[src/rtl/strobe_sequencer_if.sv]
// rtl/strobe_sequencer_if.sv - configuration, run-control and counter-status bundle for strobe_sequencer
interface strobe_sequencer_if #(
  parameter int WIDTH = 16,
  parameter int CNT_W = 8
);
  logic             cfg_valid;
  logic [WIDTH-1:0] cfg_period;
  logic [CNT_W-1:0] cfg_count;
  logic             cfg_ready;
  logic             start;
  logic             stop;
  logic             busy;
  logic             done;
  logic             cfg_err;
  logic             strobe_out;
  logic             ctr_rst;
  logic             ctr_enable;
  logic [WIDTH-1:0] ctr_reset_value;
  logic             ctr_strobe;
  logic             ctr_ready;
  logic             ctr_valid;

  modport slave (
    input  cfg_valid, cfg_period, cfg_count, start, stop,
    input  ctr_strobe, ctr_ready, ctr_valid,
    output cfg_ready, busy, done, cfg_err, strobe_out,
    output ctr_rst, ctr_enable, ctr_reset_value
  );

  modport master (
    output cfg_valid, cfg_period, cfg_count, start, stop,
    output ctr_strobe, ctr_ready, ctr_valid,
    input  cfg_ready, busy, done, cfg_err, strobe_out,
    input  ctr_rst, ctr_enable, ctr_reset_value
  );
endinterface

[src/rtl/strobe_sequencer.sv]
// rtl/strobe_sequencer.sv - start/stop sequencer pacing an attached strobe counter one tick at a time
// Optional STROBE_SEQ_PENDING_EN: one-deep pending period that may be offered while a run is active.
module strobe_sequencer #(
  parameter int WIDTH   = 16,
  parameter int LATENCY = 16,
  parameter int CNT_W   = 8
) (
  input  logic              clk,
  input  logic              rst,
  strobe_sequencer_if.slave seq_io
);
  typedef enum logic [1:0] {S_IDLE, S_ARM, S_RUN, S_DRAIN} state_t;

  state_t           state_q, state_d;
  logic [WIDTH-1:0] period_q, period_d;
  logic             loaded_q, loaded_d;
  logic [CNT_W-1:0] count_q, count_d;
  logic [CNT_W-1:0] strobe_cnt_q, strobe_cnt_d;
  logic             en_q;
  logic             done_q, done_d;
  logic             err_q, err_d;

  logic             cfg_ready_c;
  logic             accept;
  logic             period_ok;
  logic             strobe_c;
  logic             hit;
  logic             go;
  logic             en_c;
  logic             ctr_rst_c;
  logic [CNT_W-1:0] cnt_inc;
  logic             unused_latency;

`ifdef STROBE_SEQ_PENDING_EN
  logic [WIDTH-1:0] pend_q, pend_d;
  logic             pend_valid_q, pend_valid_d;
`endif

  // The counter's latency is absorbed by the ready handshake, so it is not needed here.
  assign unused_latency = (LATENCY > 0);

`ifdef STROBE_SEQ_PENDING_EN
  assign cfg_ready_c = !rst && ((state_q == S_IDLE) || !pend_valid_q);
`else
  assign cfg_ready_c = !rst && (state_q == S_IDLE);
`endif

  assign accept    = seq_io.cfg_valid && cfg_ready_c;
  assign period_ok = (seq_io.cfg_period >= WIDTH'(2));
  assign strobe_c  = seq_io.ctr_strobe && seq_io.ctr_valid;
  assign cnt_inc   = strobe_cnt_q + CNT_W'(1);
  assign hit       = strobe_c && (count_q != '0) && (cnt_inc == count_q);
  assign go        = !rst && (state_q == S_IDLE) && seq_io.start && loaded_q;

  always_comb begin
    state_d      = state_q;
    en_c         = 1'b0;
    ctr_rst_c    = 1'b0;
    done_d       = 1'b0;
    err_d        = accept && !period_ok;
    count_d      = accept ? seq_io.cfg_count : count_q;
    loaded_d     = loaded_q || (accept && period_ok);
    strobe_cnt_d = strobe_c ? cnt_inc : strobe_cnt_q;
    period_d     = period_q;

    unique case (state_q)
      S_IDLE: begin
        if (go) begin
          state_d      = S_ARM;
          ctr_rst_c    = 1'b1;
          strobe_cnt_d = '0;
        end
      end
      S_ARM: begin
        if (seq_io.stop) begin
          state_d = S_DRAIN;
        end else if (seq_io.ctr_ready) begin
          state_d = S_RUN;
        end
      end
      S_RUN: begin
        // A tick is never issued in the cycle the run is ending.
        if (seq_io.stop || hit) begin
          state_d = S_DRAIN;
        end else if (!rst && seq_io.ctr_ready && !en_q) begin
          en_c = 1'b1;
        end
      end
      S_DRAIN: begin
        if (seq_io.ctr_ready) begin
          state_d = S_IDLE;
          done_d  = 1'b1;
        end
      end
      default: state_d = S_IDLE;
    endcase

`ifdef STROBE_SEQ_PENDING_EN
    pend_d       = pend_q;
    pend_valid_d = pend_valid_q;
    if (state_q == S_IDLE) begin
      if (pend_valid_q) begin
        period_d     = pend_q;
        pend_valid_d = 1'b0;
      end
      if (accept && period_ok) begin
        period_d = seq_io.cfg_period;
      end
    end else begin
      // Swap the period only where the counter has just reloaded and no tick is in flight.
      if (pend_valid_q && seq_io.ctr_strobe && !en_c) begin
        period_d     = pend_q;
        pend_valid_d = 1'b0;
      end
      if (accept && period_ok) begin
        pend_d       = seq_io.cfg_period;
        pend_valid_d = 1'b1;
      end
    end
`else
    if (accept && period_ok) begin
      period_d = seq_io.cfg_period;
    end
`endif
  end

  always_ff @(posedge clk) begin
    if (rst) begin
      state_q      <= S_IDLE;
      period_q     <= WIDTH'(2);
      loaded_q     <= 1'b0;
      count_q      <= '0;
      strobe_cnt_q <= '0;
      en_q         <= 1'b0;
      done_q       <= 1'b0;
      err_q        <= 1'b0;
`ifdef STROBE_SEQ_PENDING_EN
      pend_q       <= '0;
      pend_valid_q <= 1'b0;
`endif
    end else begin
      state_q      <= state_d;
      period_q     <= period_d;
      loaded_q     <= loaded_d;
      count_q      <= count_d;
      strobe_cnt_q <= strobe_cnt_d;
      en_q         <= en_c;
      done_q       <= done_d;
      err_q        <= err_d;
`ifdef STROBE_SEQ_PENDING_EN
      pend_q       <= pend_d;
      pend_valid_q <= pend_valid_d;
`endif
    end
  end

  assign seq_io.cfg_ready       = cfg_ready_c;
  assign seq_io.busy            = (state_q != S_IDLE);
  assign seq_io.done            = done_q;
  assign seq_io.cfg_err         = err_q;
  assign seq_io.strobe_out      = strobe_c;
  assign seq_io.ctr_rst         = rst || ctr_rst_c;
  assign seq_io.ctr_enable      = en_c;
  assign seq_io.ctr_reset_value = period_q;
endmodule
[src/flat_wrapper.sv]
// flat-port wrapper written by rule: the top's interface ports become plain ports
module strobe_sequencer_flat 
#(
  parameter int WIDTH   = 16,
  parameter int LATENCY = 16,
  parameter int CNT_W   = 8
)
  (clk, rst, seq_io_cfg_valid, seq_io_cfg_period, seq_io_cfg_count, seq_io_start, seq_io_stop, seq_io_ctr_strobe, seq_io_ctr_ready, seq_io_ctr_valid, seq_io_cfg_ready, seq_io_busy, seq_io_done, seq_io_cfg_err, seq_io_strobe_out, seq_io_ctr_rst, seq_io_ctr_enable, seq_io_ctr_reset_value);
  strobe_sequencer_if #(.WIDTH(WIDTH), .CNT_W(CNT_W)) seq_io_i ();
  input  logic clk;
  input  logic rst;
  input wire logic [$bits(seq_io_i.cfg_valid)-1:0] seq_io_cfg_valid;
  input wire logic [$bits(seq_io_i.cfg_period)-1:0] seq_io_cfg_period;
  input wire logic [$bits(seq_io_i.cfg_count)-1:0] seq_io_cfg_count;
  input wire logic [$bits(seq_io_i.start)-1:0] seq_io_start;
  input wire logic [$bits(seq_io_i.stop)-1:0] seq_io_stop;
  input wire logic [$bits(seq_io_i.ctr_strobe)-1:0] seq_io_ctr_strobe;
  input wire logic [$bits(seq_io_i.ctr_ready)-1:0] seq_io_ctr_ready;
  input wire logic [$bits(seq_io_i.ctr_valid)-1:0] seq_io_ctr_valid;
  output wire logic [$bits(seq_io_i.cfg_ready)-1:0] seq_io_cfg_ready;
  output wire logic [$bits(seq_io_i.busy)-1:0] seq_io_busy;
  output wire logic [$bits(seq_io_i.done)-1:0] seq_io_done;
  output wire logic [$bits(seq_io_i.cfg_err)-1:0] seq_io_cfg_err;
  output wire logic [$bits(seq_io_i.strobe_out)-1:0] seq_io_strobe_out;
  output wire logic [$bits(seq_io_i.ctr_rst)-1:0] seq_io_ctr_rst;
  output wire logic [$bits(seq_io_i.ctr_enable)-1:0] seq_io_ctr_enable;
  output wire logic [$bits(seq_io_i.ctr_reset_value)-1:0] seq_io_ctr_reset_value;
  assign seq_io_i.cfg_valid = seq_io_cfg_valid;
  assign seq_io_i.cfg_period = seq_io_cfg_period;
  assign seq_io_i.cfg_count = seq_io_cfg_count;
  assign seq_io_i.start = seq_io_start;
  assign seq_io_i.stop = seq_io_stop;
  assign seq_io_i.ctr_strobe = seq_io_ctr_strobe;
  assign seq_io_i.ctr_ready = seq_io_ctr_ready;
  assign seq_io_i.ctr_valid = seq_io_ctr_valid;
  assign seq_io_cfg_ready = seq_io_i.cfg_ready;
  assign seq_io_busy = seq_io_i.busy;
  assign seq_io_done = seq_io_i.done;
  assign seq_io_cfg_err = seq_io_i.cfg_err;
  assign seq_io_strobe_out = seq_io_i.strobe_out;
  assign seq_io_ctr_rst = seq_io_i.ctr_rst;
  assign seq_io_ctr_enable = seq_io_i.ctr_enable;
  assign seq_io_ctr_reset_value = seq_io_i.ctr_reset_value;
  strobe_sequencer #(.WIDTH(WIDTH), .LATENCY(LATENCY), .CNT_W(CNT_W)) u_core (.clk(clk), .rst(rst), .seq_io(seq_io_i));
endmodule
[config.mk]
export PLATFORM = sky130hd
export DESIGN_NAME = strobe_sequencer_flat
export DESIGN_NICKNAME = d
export VERILOG_FILES = /design/src/rtl/strobe_sequencer_if.sv /design/src/rtl/strobe_sequencer.sv /design/src/flat_wrapper.sv
export SDC_FILE = /design/constraint.sdc
export NUM_CORES = 1
export LEC_CHECK = 0
export ABC_AREA = 0
export ABC_CLOCK_PERIOD_IN_PS = 3000
export CAP_MARGIN = 15
export CORE_ASPECT_RATIO = 1.25
export CORE_MARGIN = 5
export CORE_UTILIZATION = 45
export CTS_BUF_LIST = sky130_fd_sc_hd__clkbuf_8 sky130_fd_sc_hd__clkbuf_16
export DETAILED_ROUTE_END_ITERATION = 8
export MAX_ROUTING_LAYER = met4
export PLACE_DENSITY = 0.8
export SYNTH_ARGS = -nofsm -noshare
export SYNTH_HDL_FRONTEND = slang
export SYNTH_SLANG_ARGS = --single-unit
export TNS_END_PERCENT = 20
[constraint.sdc]
create_clock -name clk -period 3 [get_ports clk]
set_input_delay 0.75 -clock clk [delete_from_list [all_inputs] [get_ports clk]]
set_output_delay 0.75 -clock clk [all_outputs]
set_load 0.02 [all_outputs]
==> images/util_map.png <==
Scale: 3 px per um. 7 x 8 tiles, from black (low) to pale yellow (high), 0 to 100% covered.
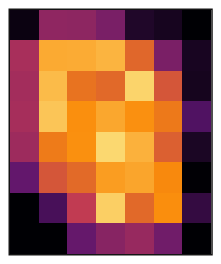
mean over tiles	48%
fullest tile	92%
nearly empty tiles	11%
densest ninth of the die	middle

==> images/class_map.png <==
Scale: 4 px per um. Fill, decap, tap and diode cells in gray.
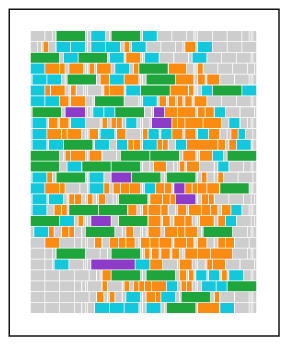
class	color	cells
clock drivers and dummy loads	purple	8
registers	green	38
remaining buffers and delay cells	cyan	74
remaining logic cells	orange	161
Final Instance Area: 2660 um2
Seq/total area: 0.286
Core Util, Final: 0.665
Rows: 26
Core Region: 4000 um2

==> impl_metrics.py <==
# Synthesis and PnR figures
metrics = {
    "synthesis": {
        "synth-edff-count": 0,
        "synthTopLogicFamily": "simple AND/OR/NAND/NOR gates",
        "synth-compound-area-share": 0.139,
        "simple_gate_area_frac": 0.217,
        "syn-cell-area_um2": 1830,
        "postSynth.asyncResetShare": 0,
        "synth_chip_area_um2": 1830,
        "yosysWarnings": 0,
        "postSynthSeqShare": 0.416,
    },
    "worst_setup_path": {
        "cp.buffers_inverters": 2,
        "cp_num_cells": 4,
        "crit_path_start_kind": "primary input",
        "crit_end": "seq_io_ctr_rst",
        "path_class": "in -> out",
        "critical-path-top-delay-family": "buffers and inverters",
        "crit_fanout": 2,
        "critical_path_arrival_ns": 2.17,
        "rr_worst_depth": 8,
        "r2r-start": "u_core.strobe_cnt_q[0]",
        "end_kind": "output port",
        "required_ns": 2.25,
    },
    "clock_tree": {
        "tritoncts": "done",
        "clk_pin_slew_ns": 0.07,
        "cts_buffers": 5,
        "cts-root-buf": "clkbuf_8",
        "clockBufferDepth": 2,
    },
    "min_path": {
        "hold_path_class": "reg -> reg",
        "min_path_cells": 1,
    },
    "routing": {
        "postRouteAntennaNets": 0,
        "avgRoutedWirePerCell_um": 13.4,
        "wl_met3_um": 302,
        "route.detailed.drc": 0,
        "routed_via_density": 5.09,
        "first_iter_violations": 153,
        "maxUsedRoutingLayer": "met4",
    },
    "layout": {
        "largest_reg_flops": 16,
        "mostFrequentLayoutCells": "clkdlybuf4s50_1 (53), dfxtp_1 (38), nor2_1 (24)",
        "nets": 318,
        "fillerInstances": 329,
        "combGateArea_um2": 1000,
        "lay_top_count": "clkdlybuf4s50_1",
    },
    "power": {
        "comb_cell_power_uw": 465,
        "power-top-group": "sequential cells",
        "power.leakage_nw": 1.07,
        "switching_share": 0.308,
        "power_density_nw_per_um2": 569,
        "comb_power_share": 0.307,
        "switching_power_uw": 466,
    },
    "floorplanning": {
        "chipArea_um2": 5450,
        "fp_util": 0.457,
    },
    "timing": {
        "rsz0062_at_grt": "no",
        "hold_violations": 0,
        "finalWorstSetupSlack_ns": 0.0789,
        "period_minus_slack_ns": 2.92,
        "setup_viol": 0,
        "slew_headroom": 0.761,
    },
    "status": {
        "status": "finished clean",
    },
    "global_routing": {
        "busiest_layer": "met2",
        "grt_use_met2": 0.308,
    },
    "place": {
        "place.gp.congestion": 0.856,
        "dp.cells": 328,
        "placed_cell_area_um2": 2530,
        "numPortBuffers": 54,
    },
}
==> images/closeup.png <==
Region (21, 28) to (46, 53) um. Cells in gray, sequential cells in the stronger gray; small squares are vias.
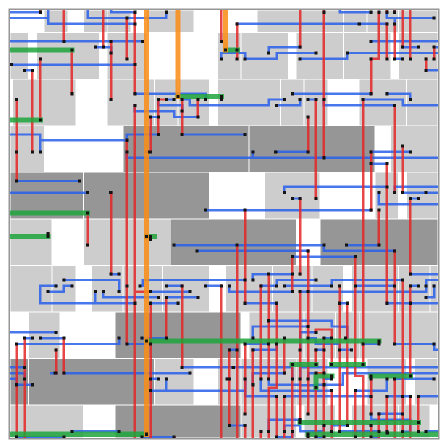
layer	color
M3	green
M4	orange
M2	red
M1	blue
sequential cells in the window	9
cells with their middle in the window	56
most frequent	dfxtp_1 (9), clkdlybuf4s50_1 (5), buf_4 (5)
netlist names of flops here include	`u_core.count_q` (4), `u_core.strobe_cnt_q` (3)

==> images/clock_wires.png <==
Scale: 8 px per um.
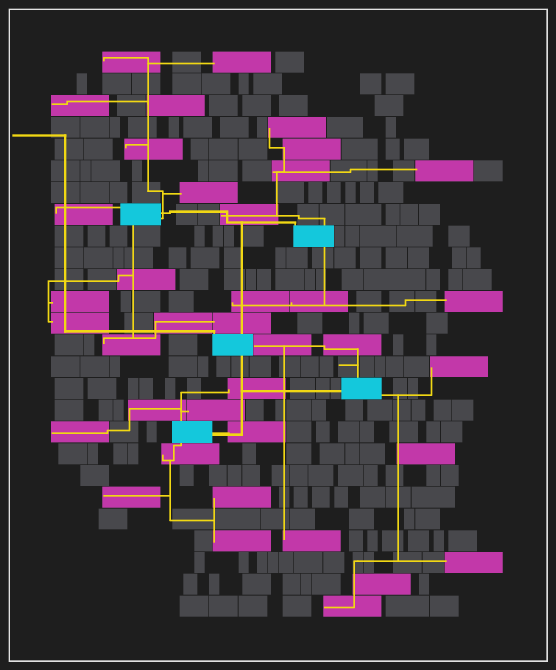
[flip-flops] magenta | count: 38
[clock-net drivers] cyan | count: 5
[clock wires] yellow | length: 499 um
routed clock nets	6
flops lie	spread over the die
Late-Pin Clk Latency: 0.29 ns
Clk pwr share: 0.291
Setup Skew: 0.00705 ns
clk pwr: 440 uW

[per-stage QoR]
step / util / setup TNS (ns) / hold slack, ns
2_1_floorplan: - / 0 / 0.402
3_3_place_gp: 0.632 / -0.418 / 0.411
3_5_place_dp: 0.632 / -0.456 / 0.422
4_1_cts: 0.664 / 0 / 0.429
5_1_grt: 0.665 / 0 / 0.456
6_report: 0.665 / 0 / 0.426
[area by class of cell]
type,instances,area share
flip-flops and latches,38,0.286
clock inverters,3,0.0169
clock buffers,5,0.0259
multi-input cells,154,0.377
well taps,56,0.0263
inverters,7,0.00988
repair buffers,74,0.258
[what timing repair did]
item                                    in CTS  in global routing
gates resized                                8                  1
setup buffers                                1                  0
endpoints found under the setup margin       1                  1
hold buffers                                 0                  0
pin swaps                                    1                  1
Power figures rest on the tool's default switching activity, not on a simulated workload.
